[config.mk]
export PLATFORM = sky130hd
export DESIGN_NAME = sync_mod_counter
export DESIGN_NICKNAME = d
export VERILOG_FILES = /design/src/rtl/sync_mod_counter.sv
export SDC_FILE = /design/constraint.sdc
export NUM_CORES = 1
export LEC_CHECK = 0
export CAP_MARGIN = 15
export CORE_AREA = 2 2 39 41
export DETAILED_ROUTE_END_ITERATION = 8
export DIE_AREA = 0 0 41 43
export HOLD_SLACK_MARGIN = 0.08
export PLACE_DENSITY = 0.74
export SYNTH_ARGS = -nofsm -noshare
export SYNTH_HDL_FRONTEND = slang
export SYNTH_SLANG_ARGS = --single-unit
[constraint.sdc]
create_clock -name clk -period 1.7 [get_ports clk]
set_input_delay 0.34 -clock clk [delete_from_list [all_inputs] [get_ports clk]]
set_output_delay 0.34 -clock clk [all_outputs]
set_load 0.05 [all_outputs]
[src/rtl/sync_mod_counter.sv]
// sync_mod_counter: edge-triggered up/down modulo counter with load, terminal-count pulse and
// optional seven-segment output (define SYNC_MOD_COUNTER_SEG_EN to enable the decoder).
module sync_mod_counter #(
    parameter int WIDTH    = 4,
    parameter int MODULUS  = 10,
    parameter bit SATURATE = 0
) (
    input  logic             clk,
    input  logic             reset,
    input  logic             step,
    input  logic             up,
    input  logic             load,
    input  logic [WIDTH-1:0] load_value,
    output logic [WIDTH-1:0] count,
    output logic             tc,
    output logic [6:0]       leds
);
    localparam logic [WIDTH:0]   MOD = (WIDTH+1)'(MODULUS);
    localparam logic [WIDTH-1:0] TOP = WIDTH'(MODULUS - 1);
    logic             step_d, step_edge, at_top, at_bot, hit;
    logic [WIDTH-1:0] next_count, load_clamped;
    always_comb begin
        step_edge    = step & ~step_d;
        at_top       = count == TOP;
        at_bot       = count == '0;
        hit          = up ? at_top : at_bot;
        next_count   = up ? (at_top ? (SATURATE ? count : '0) : count + 1'b1)
                          : (at_bot ? (SATURATE ? count : TOP) : count - 1'b1);
        load_clamped = ({1'b0, load_value} >= MOD) ? TOP : load_value;
    end
    // step_d resets high so a step already held at reset release is not counted
    always_ff @(posedge clk or negedge reset) begin
        if (!reset) begin
            step_d <= 1'b1;
            count  <= '0;
            tc     <= 1'b0;
        end else begin
            step_d <= step;
            count  <= load ? load_clamped : step_edge ? next_count : count;
            tc     <= !load && step_edge && hit;
        end
    end
`ifdef SYNC_MOD_COUNTER_SEG_EN
    logic [3:0] nib;
    always_comb begin
        nib = 4'(count);
        case (nib)
            4'h0: leds = 7'b1000000;
            4'h1: leds = 7'b1111001;
            4'h2: leds = 7'b0100100;
            4'h3: leds = 7'b0110000;
            4'h4: leds = 7'b0011001;
            4'h5: leds = 7'b0010010;
            4'h6: leds = 7'b0000010;
            4'h7: leds = 7'b1111000;
            4'h8: leds = 7'b0000000;
            4'h9: leds = 7'b0010000;
            4'hA: leds = 7'b0001000;
            4'hB: leds = 7'b0000011;
            4'hC: leds = 7'b1000110;
            4'hD: leds = 7'b0100001;
            4'hE: leds = 7'b0000110;
            default: leds = 7'b0001110;
        endcase
    end
`else
    assign leds = 7'b1111111;
`endif
endmodule

==> flow_summary.yaml, run 1 <==
# generated from flow reports
routing:
  remaining_drc_errors: 0
  ant_nets: 0
  drt_iter0_drc: 17
pwr:
  switching_share_pct: 39.1
  seq-power_mw: 0.201
global_routing:
  grt.met1_usage_pct: 20.9
  grtUsageMet2_pct: 17.5
  grt.busiest_layer: "met1"
setup_path:
  timing.rr.end: "count[3]"
  crit_arrival_ps: 1150
  critPathKind: "register to output port"
synthesis:
  yosysTopAreaCell: "dfrtp_1"
  area_leaders: "dfrtp_1, buf_4, buf_6"
  synth_top_area_share_pct: 23.9
  synthTopCellsByCount: "buf_4, dfrtp_1"
final_timing:
  worst_slew_pin_slew_ps: 571
  timing.setup.tns_ps: 0
  maxSlewViolCount: 0
outcome:
  status: "complete, no violations"
layout:
  fin_cells: 91
  nets: 85
run 1: area by class of cell:
cell class | instances | area (um^2)
Clock buffer | 4 | 26.3
Fill cell | 137 | 698
Tap cell | 16 | 20.0
Timing Repair Buffer | 16 | 190
Inverter | 3 | 11.3
Multi-Input combinational cell | 46 | 287
Sequential cell | 6 | 151
run 1: through the flow:
stage	setup WS (ps)	hold WS, ps
6_report	209	322
5_1_grt	134	338
4_1_cts	214	321
3_5_place_dp	3.06	600
3_3_place_gp	34.2	591
2_1_floorplan	182	44.4
run 1: worst max path at each step:
stage | start | endpoint | cells after the start
2_1_floorplan | count[3] | count[3] | 5
3_3_place_gp | up | count[1] | 6
3_5_place_dp | up | count[3] | 5
4_1_cts | count[0] | count[0] | 1
5_1_grt | up | count[1] | 6
6_report | count[0] | count[0] | 1
==> run_1/layer_met1.png <==
Bar = 10 um.
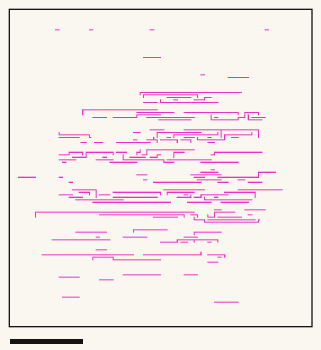
wire length on this layer: 502 um
nets with wire on the layer: 68
longest straight run: 21.6 um

==> run_1/clk_routes.png <==
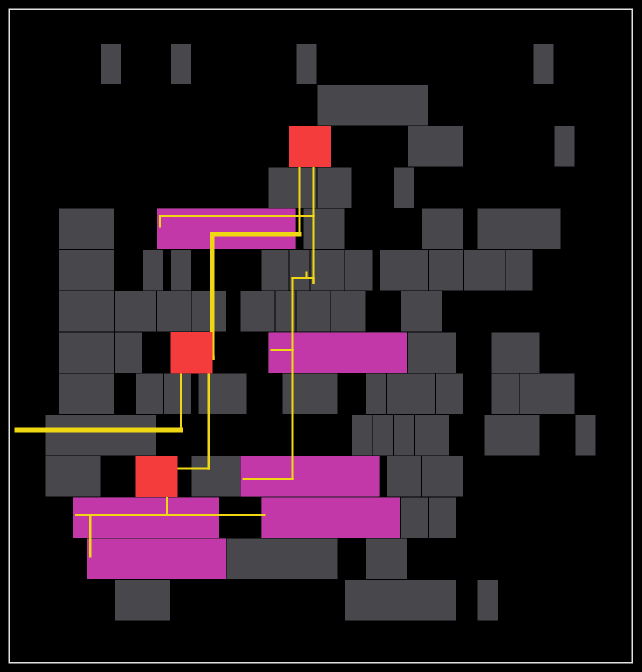
legend:
  clock wires:
    colour: yellow
    length: 104 um
  flip-flops:
    colour: magenta
    count: 6
  clock drivers:
    colour: red
    count: 3
routed clock nets: 4
Clock Skew: 15.4 ps
clock group share of total power: 25.7%

==> run_1/io_placement.png <==
Bar = 10 um. Pins as bars across the die edge, other pins in grey.
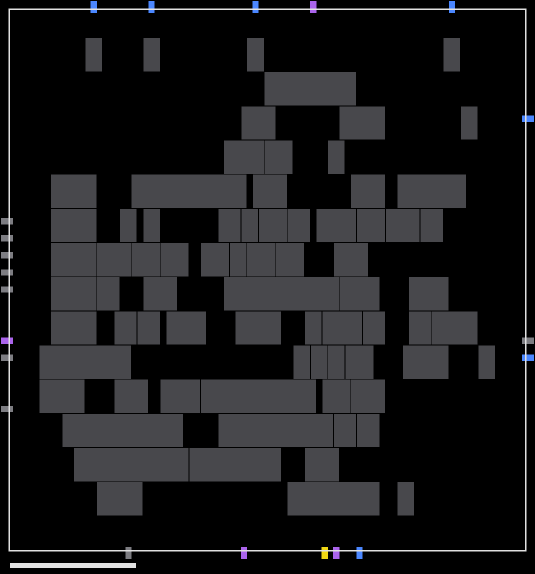
legend:
  `tc`:
    colour: yellow
    pins: 1
    direction: output
    edge: bottom
  `leds`:
    colour: blue
    pins: 7
    direction: output
    edge: 4 top, 2 right, 1 bottom
  `count`:
    colour: purple
    pins: 4
    direction: output
    edge: 2 bottom, 1 top, 1 left
all pins by edge: 8 left, 5 top, 5 bottom, 3 right
Die Y: 43 um
die width: 41 um
Port Buffers: 13

==> run_1/clocks.png <==
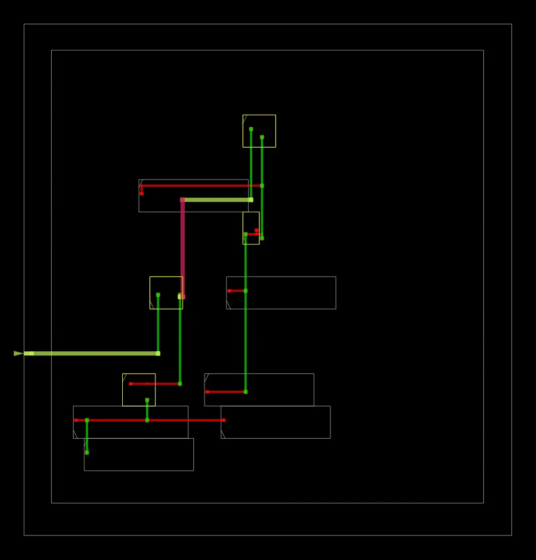
Flops: 6
TritonCTS Buffers: 3
Late-Pin Clk Latency: 250 ps
clock sink total: 6

## Run 2: what changed since run 1
- SLEW_MARGIN: default -> 20
==> run_2/layer_met1.png <==
Bar = 10 um.
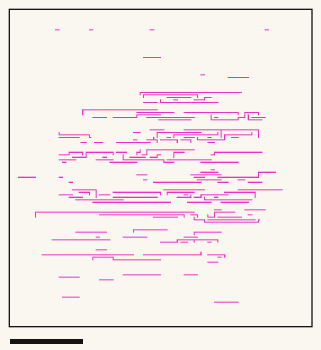
wire length on this layer: 502 um
share of all routed wire: 48%

==> run 2 against run 1 <==
Net effect:
- total power unchanged
- sequential share of layout area unchanged
- worst setup slack unchanged
- utilization unchanged
- critical endpoint unchanged
- largest cell class unchanged
- largest power group unchanged
==> flow_summary.yaml, run 2 <==
# generated from flow reports
final_timing:
  hold_slack_ps: 322
  timing.setup.tns_ps: 0
  fin_ws_ps: 209
  worst_slew_pin_slew_ps: 571
  skew_ps: 15.4
  maxSlewViolCount: 0
setup_path:
  crit_arrival_ps: 1150
  critPathKind: "register to output port"
synthesis:
  yosysTopAreaCell: "dfrtp_1"
  area_leaders: "dfrtp_1, buf_4, buf_6"
  synth_top_area_share_pct: 23.9
  synthTopCellsByCount: "buf_4, dfrtp_1"
layout:
  fin_cells: 91
  nets: 85
floorplanning:
  die_x_um: 41
  fp.dieH_um: 43
pwr:
  switching_share_pct: 39.1
  p_clk_share_pct: 25.7
routing:
  drt_iter0_drc: 17
  remaining_drc_errors: 0
  ant_nets: 0
clocking:
  cts_buffers: 3
  clkSinkCount: 6
outcome:
  status: "complete, no violations"
placed_design:
  port_buffers: 13
==> run_2/io_placement.png <==
Bar = 10 um. Pins as bars across the die edge, other pins in grey.
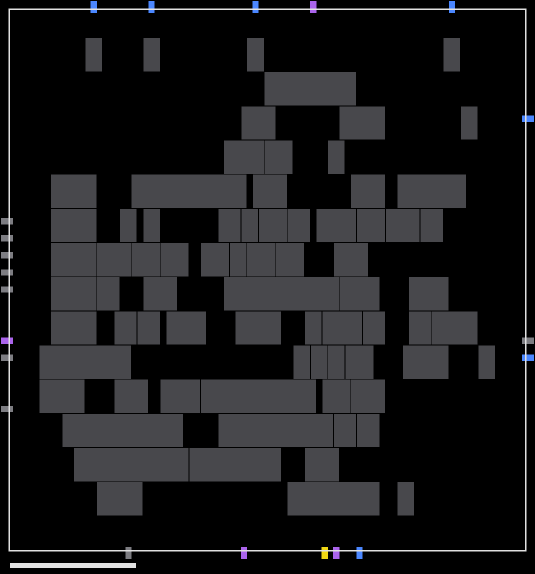
legend:
  `leds`:
    colour: blue
    pins: 7
    direction: output
    edge: 4 top, 2 right, 1 bottom
  `count`:
    colour: purple
    pins: 4
    direction: output
    edge: 2 bottom, 1 top, 1 left
  `tc`:
    colour: yellow
    pins: 1
    direction: output
    edge: bottom
all pins by edge: 8 left, 5 top, 5 bottom, 3 right

-- run 2: layout make-up --
type                    count  area (um^2)
clock buffers               4         26.3
fillers                   137          698
multi-input cells          46          287
flip-flops and latches      6          151
repair buffers             16          190
well taps                  16         20.0
inverters                   3         11.3
-- run 2: final timing paths --
check,from,endpoint,slack (ps),depth (start not counted)
min in group clk,step,step_d,530,1
min,reset,count[2],320,1
max reg2reg,count[0],count[3],280,4
min reg2reg,count[3],tc,760,2
max in group asynchronous,reset,step_d,1090,1
max,count[0],count[0],210,1
-- run 2: metal layers --
layer / up-vias / part of all wire [%] / track usage [%]
li1: 230 / - / -
met1: 211 / 48 / 20.9
met2: 15 / 46 / 17.5
met3: 2 / 5.1 / 3.14
met4: 0 / 0.77 / 6.00
met5: - / 0 / 0
Power is estimated from default activity; no workload was simulated.
